clock_map.png
Scale: 2 px per um.
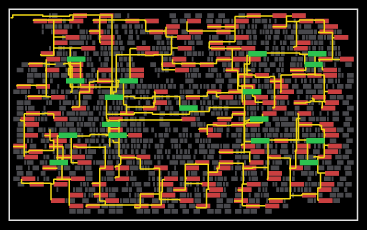
zoom.png
Window x 120 to 140, y 16 to 36 um. Cells in gray, sequential cells in the stronger gray; small squares are vias.
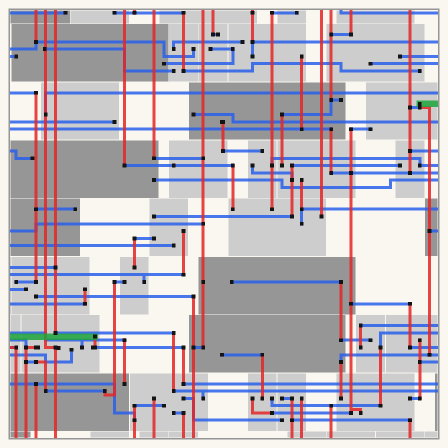
final_congestion.png
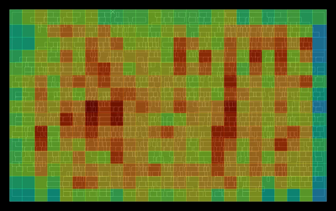
metal_stack.png
Scale: 3 px per um.
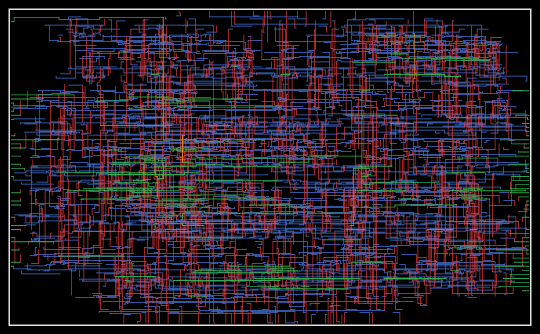
## config.mk

```make
export PLATFORM = sky130hd
export DESIGN_NAME = display_page_seq_flat
export DESIGN_NICKNAME = d
export VERILOG_FILES = /design/src/rtl/display_page_seq_pkg.sv /design/src/rtl/display_page_seq_if.sv /design/src/rtl/display_page_seq_dwell_timer.sv /design/src/rtl/display_page_seq.sv /design/src/flat_wrapper.sv
export SDC_FILE = /design/constraint.sdc
export NUM_CORES = 1
export LEC_CHECK = 0
export CORE_ASPECT_RATIO = 0.6
export CORE_UTILIZATION = 56
export DETAILED_ROUTE_END_ITERATION = 10
export GPL_ROUTABILITY_DRIVEN = 1
export PLACE_DENSITY = 0.77
export SLEW_MARGIN = 20
export SYNTH_ARGS = -nofsm -noshare
export SYNTH_HDL_FRONTEND = slang
export SYNTH_HIERARCHICAL = 1
export SYNTH_SLANG_ARGS = --single-unit
```

## constraint.sdc

```tcl
create_clock -name clk -period 3.6 [get_ports clk]
set_input_delay 0.54 -clock clk [delete_from_list [all_inputs] [get_ports clk]]
set_output_delay 0.54 -clock clk [all_outputs]
set_load 0.02 [all_outputs]
```

## src/rtl/display_page_seq_pkg.sv

```systemverilog
// Shared page encodings and widths for the hex-display page sequencer.
package display_page_seq_pkg;

    localparam int PAGE_W       = 2;
    localparam int GOLDEN_CNT_W = 16;

    typedef logic [PAGE_W-1:0] page_t;

    localparam page_t PAGE_NONCE  = 2'd0;
    localparam page_t PAGE_GOLDEN = 2'd1;
    localparam page_t PAGE_COUNT  = 2'd2;
    localparam page_t PAGE_RATE   = 2'd3;

endpackage

```

## src/rtl/display_page_seq_if.sv

```systemverilog
// Miner-status inputs and display outputs of display_page_seq; master = status source, slave = sequencer.
interface display_page_seq_if
    import display_page_seq_pkg::*;
#(
    parameter int HEX_DIGITS = 8
);

    logic [31:0]              nonce_in;
    logic [31:0]              golden_nonce_in;
    logic                     golden_valid;
    logic                     page_next;
    logic                     auto_en;
    logic [4*HEX_DIGITS-1:0]  disp_word;
    page_t                    page_idx;
    logic [GOLDEN_CNT_W-1:0]  golden_count;

    modport master (
        output nonce_in, golden_nonce_in, golden_valid, page_next, auto_en,
        input  disp_word, page_idx, golden_count
    );

    modport slave (
        input  nonce_in, golden_nonce_in, golden_valid, page_next, auto_en,
        output disp_word, page_idx, golden_count
    );

endinterface

```

## src/rtl/display_page_seq_dwell_timer.sv

```systemverilog
// Modulo-N counter with enable and sync clear; tc strobes in the terminal (N-1) cycle while enabled.
module display_page_seq_dwell_timer #(
    parameter int N = 10,
    localparam int CNT_W = (N > 1) ? $clog2(N) : 1
) (
    input  logic clk,
    input  logic reset,
    input  logic en,
    input  logic clr,
    output logic tc
);

    localparam logic [CNT_W-1:0] LAST = CNT_W'(N - 1);

    logic [CNT_W-1:0] cnt;

    assign tc = en && (cnt == LAST);

    // Disabling parks the count at zero so re-enabling always starts a full period.
    always_ff @(posedge clk) begin
        if (reset || clr || !en) begin
            cnt <= '0;
        end else if (cnt == LAST) begin
            cnt <= '0;
        end else begin
            cnt <= cnt + 1'b1;
        end
    end

endmodule

```

## src/rtl/display_page_seq.sv

```systemverilog
// Page sequencer feeding the 8-digit hex display with miner status words.
// Optional feature macro: DISPLAY_PAGE_SEQ_HOLD_ON_GOLDEN_EN (a golden nonce forces and holds the golden page).
module display_page_seq
    import display_page_seq_pkg::*;
#(
    parameter int HEX_DIGITS   = 8,
    parameter int DWELL_CYCLES = 100000000,
    parameter int RATE_CYCLES  = 50000000,
    parameter int HOLD_CYCLES  = 250000000
) (
    input  logic               clk,
    input  logic               reset,
    display_page_seq_if.slave  bus
);

    localparam int DISP_W = 4 * HEX_DIGITS;

    if (DWELL_CYCLES < 2 || RATE_CYCLES < 2 || HOLD_CYCLES < 2) begin : g_bad_param
        $error("display_page_seq: DWELL_CYCLES, RATE_CYCLES and HOLD_CYCLES must be >= 2");
    end

    function automatic logic [GOLDEN_CNT_W-1:0] sat_inc(input logic [GOLDEN_CNT_W-1:0] v);
        return (v == '1) ? v : v + 1'b1;
    endfunction

    logic [31:0]             golden_reg;
    logic [31:0]             rate_reg;
    logic [31:0]             nonce_snap;
    logic [GOLDEN_CNT_W-1:0] golden_count;
    page_t                   page_idx;
    logic [DISP_W-1:0]       disp_word_p1;
    logic                    dwell_tc;
    logic                    rate_tc;
    logic                    dwell_clr;

`ifdef DISPLAY_PAGE_SEQ_HOLD_ON_GOLDEN_EN
    localparam int HOLD_W = $clog2(HOLD_CYCLES);
    localparam logic [HOLD_W-1:0] HOLD_LOAD = HOLD_W'(HOLD_CYCLES - 1);

    logic [HOLD_W-1:0] hold_cnt;

    assign dwell_clr = bus.page_next || bus.golden_valid;
`else
    assign dwell_clr = bus.page_next;
`endif

    display_page_seq_dwell_timer #(.N(DWELL_CYCLES)) u_dwell (
        .clk   (clk),
        .reset (reset),
        .en    (bus.auto_en),
        .clr   (dwell_clr),
        .tc    (dwell_tc)
    );

    display_page_seq_dwell_timer #(.N(RATE_CYCLES)) u_rate (
        .clk   (clk),
        .reset (reset),
        .en    (1'b1),
        .clr   (1'b0),
        .tc    (rate_tc)
    );

    // Status capture: golden nonce/count and per-window nonce delta (mod 2^32 handles wrap).
    always_ff @(posedge clk) begin
        if (reset) begin
            golden_reg   <= '0;
            golden_count <= '0;
            rate_reg     <= '0;
            nonce_snap   <= '0;
        end else begin
            if (bus.golden_valid) begin
                golden_reg   <= bus.golden_nonce_in;
                golden_count <= sat_inc(golden_count);
            end
            if (rate_tc) begin
                rate_reg   <= bus.nonce_in - nonce_snap;
                nonce_snap <= bus.nonce_in;
            end
        end
    end

    // Page selection: a coincident pulse and auto tick advance by a single page.
`ifdef DISPLAY_PAGE_SEQ_HOLD_ON_GOLDEN_EN
    always_ff @(posedge clk) begin
        if (reset) begin
            page_idx <= PAGE_NONCE;
            hold_cnt <= '0;
        end else if (bus.golden_valid) begin
            page_idx <= PAGE_GOLDEN;
            hold_cnt <= HOLD_LOAD;
        end else if (bus.page_next) begin
            page_idx <= page_idx + 1'b1;
            hold_cnt <= '0;
        end else if (hold_cnt != '0) begin
            hold_cnt <= hold_cnt - 1'b1;
        end else if (dwell_tc) begin
            page_idx <= page_idx + 1'b1;
        end
    end
`else
    always_ff @(posedge clk) begin
        if (reset) begin
            page_idx <= PAGE_NONCE;
        end else if (bus.page_next || dwell_tc) begin
            page_idx <= page_idx + 1'b1;
        end
    end
`endif

    // Display register stage: one cycle behind page_idx and its source values.
    always_ff @(posedge clk) begin
        if (reset) begin
            disp_word_p1 <= '0;
        end else begin
            case (page_idx)
                PAGE_NONCE:  disp_word_p1 <= DISP_W'(bus.nonce_in);
                PAGE_GOLDEN: disp_word_p1 <= DISP_W'(golden_reg);
                PAGE_COUNT:  disp_word_p1 <= DISP_W'(golden_count);
                default:     disp_word_p1 <= DISP_W'(rate_reg);
            endcase
        end
    end

    assign bus.disp_word    = disp_word_p1;
    assign bus.page_idx     = page_idx;
    assign bus.golden_count = golden_count;

endmodule
```

## src/flat_wrapper.sv

```systemverilog
// flat-port wrapper written by rule: the top's interface ports become plain ports
module display_page_seq_flat import display_page_seq_pkg::*;
#(
    parameter int HEX_DIGITS   = 8,
    parameter int DWELL_CYCLES = 100000000,
    parameter int RATE_CYCLES  = 50000000,
    parameter int HOLD_CYCLES  = 250000000
)
  (clk, reset, bus_nonce_in, bus_golden_nonce_in, bus_golden_valid, bus_page_next, bus_auto_en, bus_disp_word, bus_page_idx, bus_golden_count);
  display_page_seq_if #(.HEX_DIGITS(HEX_DIGITS)) bus_i ();
  input  logic clk;
  input  logic reset;
  input wire logic [$bits(bus_i.nonce_in)-1:0] bus_nonce_in;
  input wire logic [$bits(bus_i.golden_nonce_in)-1:0] bus_golden_nonce_in;
  input wire logic [$bits(bus_i.golden_valid)-1:0] bus_golden_valid;
  input wire logic [$bits(bus_i.page_next)-1:0] bus_page_next;
  input wire logic [$bits(bus_i.auto_en)-1:0] bus_auto_en;
  output wire logic [$bits(bus_i.disp_word)-1:0] bus_disp_word;
  output wire logic [$bits(bus_i.page_idx)-1:0] bus_page_idx;
  output wire logic [$bits(bus_i.golden_count)-1:0] bus_golden_count;
  assign bus_i.nonce_in = bus_nonce_in;
  assign bus_i.golden_nonce_in = bus_golden_nonce_in;
  assign bus_i.golden_valid = bus_golden_valid;
  assign bus_i.page_next = bus_page_next;
  assign bus_i.auto_en = bus_auto_en;
  assign bus_disp_word = bus_i.disp_word;
  assign bus_page_idx = bus_i.page_idx;
  assign bus_golden_count = bus_i.golden_count;
  display_page_seq #(.HEX_DIGITS(HEX_DIGITS), .DWELL_CYCLES(DWELL_CYCLES), .RATE_CYCLES(RATE_CYCLES), .HOLD_CYCLES(HOLD_CYCLES)) u_core (.clk(clk), .reset(reset), .bus(bus_i));
endmodule
```

==> out/results.ini <==
[global_routing]
grt_max_degree=63
grt_pass1_wl_um=40600
grt_overflow=0
first_global_vias=7949

[hold_path]
worstHoldEndpoint=u_core/u_rate/cnt[0]
whs_path_depth=1
hold_path.class=flip-flop to flip-flop
hp-start=u_core/u_rate/cnt[0]

[clocking]
cts_max_path_buffers=2
postCtsSetupBuffers=0
clock-sinks=199
root_buffer=clkbuf_16
postCtsHoldBufs=0
clk_pin_slew_worst_paths_ns=0.07
htreeDepth=4
numCtsBuffers=17
cts_resized=0
cts_tree=done

[yosys]
synthFlopType=dfxtp_1
synthMostInstantiatedCell=nor2_1
ys_types=71
topCellsByArea=dfxtp_1, nor2_1, mux2i_1, ha_1, a21oi_1
syn_inst=1172
largest_area_cell=dfxtp_1
synth.top_cells.by_count=nor2_1, dfxtp_1, a21oi_1, mux2i_1, nand2_1
synthArstFlopShare_pct=0
ys_area_um2=9860
syn-cell-area_um2=9860
yosysWarnings=6
synth.yosys.seq_area_share_pct=40.4
netlist.area_leader.share_pct=40.4
synth_stat.cells=1172
synth_area_per_cell_um2=8.42
synth-edff-count=0
ys_ff=199

[die]
num_rows=37
floorplan.core_util_pct=57.4
die_y_um=105
core_region_area_um2=17200
io_pins=119
die_w_um=173
die-area_um2=18200

[critical_path]
reg2reg_to=u_core/rate_reg[26]
path_class=input port to flip-flop
rr_worst_depth=7
r2r_setup_slack_ns=0.65
slowest_delay_ns=0.53
critPathLaunchType=input port
end_kind=flip-flop
reg2reg_from=u_core/u_rate/cnt[7]
crit_slowest_cell=clkdlybuf4s50_1
worstPathArrival_ns=3.47
crit_fanout=3
crit_required_ns=3.96
path_cells=clkdlybuf4s50_1 -> inv_1 -> ha_1 -> fa_1 -> and2b_1 -> o2111ai_1 -> nand2_1 -> a211oi_1 -> o31a_1 -> or4_1 -> a211oi_2

[final_layout]
n_antenna_cell=0
fin_nets=1370
syn_to_final_growth_pct=19.2
design_area_um2=11800
drive_gt1_share_pct=5.73

[power_and_ir_drop]
seq_power_share_pct=46.9
intPower_mw=3.53
p_total_mw=4.88
p_comb_share_pct=13.6
p_leak_nw=4.17
peakVddDrop_mv=0.265
p_sw_share_pct=27.6
power_switching_mw=1.35
power_density_nw_per_um2=415

[placement]
portBuffers=118
place.gp.congestion=0.926
dpl.hpwl_um=17600
place_area_um2=11200
post-place-ws_ns=0.120

[sta]
finalWorstSetupSlack_ns=0.490
fin_crit_sh_pct=86.4
skew_ns=0.0128
drv_slew=0
relSlewSlack_pct=46.4
grt_setup_unrepaired=false
hold_violations=0
tightest_slew_ns=0.801
setup_violations=0
max_freq_mhz=322
period_minus_slack_ns=3.11
setup_tns_ns=0
holdWs_ns=0.464

[detailed_routing]
firstDrtPassIters=8
drc_errors=2
drt_iter0_drc=991
postRouteAntennaNets=0
viasPerCell=5.82

[run_status]
outcome=complete, but fails checks
violations=design-rule violations

[run]
drv_cap=0
warning_count=29

Notes on clock_map.png above:
legend:
  clock wires:
    color: yellow
    length: 2340 um
  flip-flops:
    color: red
    count: 199
  cells driving clock nets:
    color: green
    count: 17
routed clock nets: 18
flops lie: all over the die
power share of the clock group: 39.5%
Clock Latency Late Sink: 0.44 ns

Notes on zoom.png above:
legend:
  met3:
    color: green
  met1:
    color: blue
  met2:
    color: red
cells with their middle in the window: 27
sequential cells in the window: 6
most frequent: nor2_1 (7), dfxtp_1 (6), mux2i_1 (4)
netlist names of flops here include: u_core/bus.golden_count (3), u_core/nonce_snap (2)

Notes on final_congestion.png above:
final core utilization: 68.4%
average wire per standard cell: 16.7 um
GR Util met3: 5.82%
GR Layer Usage met2: 39.9%
busiest grt layer: met1

Notes on metal_stack.png above:
legend:
  met2:
    color: red
    wire_length: 10200 um
  met3:
    color: green
    wire_length: 2100 um
  met4:
    color: orange
    wire_length: 156 um
  met1:
    color: blue
    wire_length: 12800 um
Post-Route WL: 25200 um
Global Route Usage Sum: 27.8%
routed via count: 8777

worst max-delay path, delay by kind of cell:
| family | cells | cell delay (ns) |
|---|---|---|
| AOI/OAI and AO/OA | 4 | 0.83 |
| adders and majority gates | 2 | 0.62 |
| buffers and inverters | 2 | 0.59 |
| and+or+nand+nor | 3 | 0.88 |
per-layer routing:
| metal | track usage, % | part of all wire, % | vias up |
|---|---|---|---|
| met1 | 42.5 | 51 | 4132 |
| li1 | - | - | 4261 |
| met5 | 0 | 0 | - |
| met3 | 5.82 | 8.3 | 21 |
| met2 | 39.9 | 40 | 363 |
| met4 | 5.31 | 0.62 | 0 |
area by class of cell:
class / count / area [um^2]
clock buffer: 17 / 425
clock inverter: 14 / 163
fill: 1414 / 5420
inverter: 53 / 199
multi-input combinational: 861 / 5430
sequential: 199 / 3980
tap: 234 / 293
timing repair buffer: 130 / 1260
cell families (layout without fill, tap and decap cells):
| logic type | count (synthesis) | in the layout | synth area share (%) |
|---|---|---|---|
| simple gates | 444 | 444 | 20.9 |
| compound gates | 226 | 226 | 14.7 |
| flops | 199 | 199 | 40.4 |
| buf+inv | 113 | 214 | 4.68 |
| mux | 77 | 77 | 7.81 |
| xor+xnor | 72 | 72 | 6.39 |
| fa+ha+maj | 39 | 39 | 5.02 |
| other cells | 2 | 3 | 0.0761 |
stage by stage:
stage / cells / util, %
2_1_floorplan: 1173 / -
3_3_place_gp: 1477 / 65.0
3_5_place_dp: 1477 / 65.0
4_1_cts: 1508 / 68.4
5_1_grt: 1508 / 68.4
6_report: 1508 / 68.4
power by group through the flow:
stage	registers [mW]	clock network, mW	logic [mW]
finish	2.29	1.93	0.664
global route	2.29	2.05	0.716
CTS	2.29	1.96	0.655
detailed placement	2.34	0	0.649
global placement	2.34	0	0.640
floorplan	2.38	0	0.351
how the worst max path moves through the flow:
stage / from / slack [ns] / end / depth (start not counted)
finish: bus_nonce_in[0] / 0.49 / u_core/rate_reg[26] / 11
global route: bus_nonce_in[0] / 0.37 / u_core/rate_reg[26] / 11
CTS: bus_nonce_in[0] / 0.54 / u_core/rate_reg[26] / 11
detailed placement: bus_nonce_in[0] / 0.12 / u_core/rate_reg[26] / 11
global placement: bus_nonce_in[0] / 0.17 / u_core/rate_reg[26] / 11
floorplan: bus_nonce_in[0] / 0.94 / u_core/rate_reg[26] / 10
cells in the final DEF, fill, tap and decap left out, types with 36 or more instances in the layout:
| cell type | count |
|---|---|
| nand2_1 | 69 |
| inv_1 | 53 |
| mux2i_1 | 77 |
| a21oi_1 | 86 |
| clkdlybuf4s50_1 | 116 |
| o21ai_0 | 36 |
| xnor2_1 | 40 |
| ha_1 | 37 |
| nor2_1 | 233 |
| dfxtp_1 | 199 |
Power is estimated from default activity; no workload was simulated.
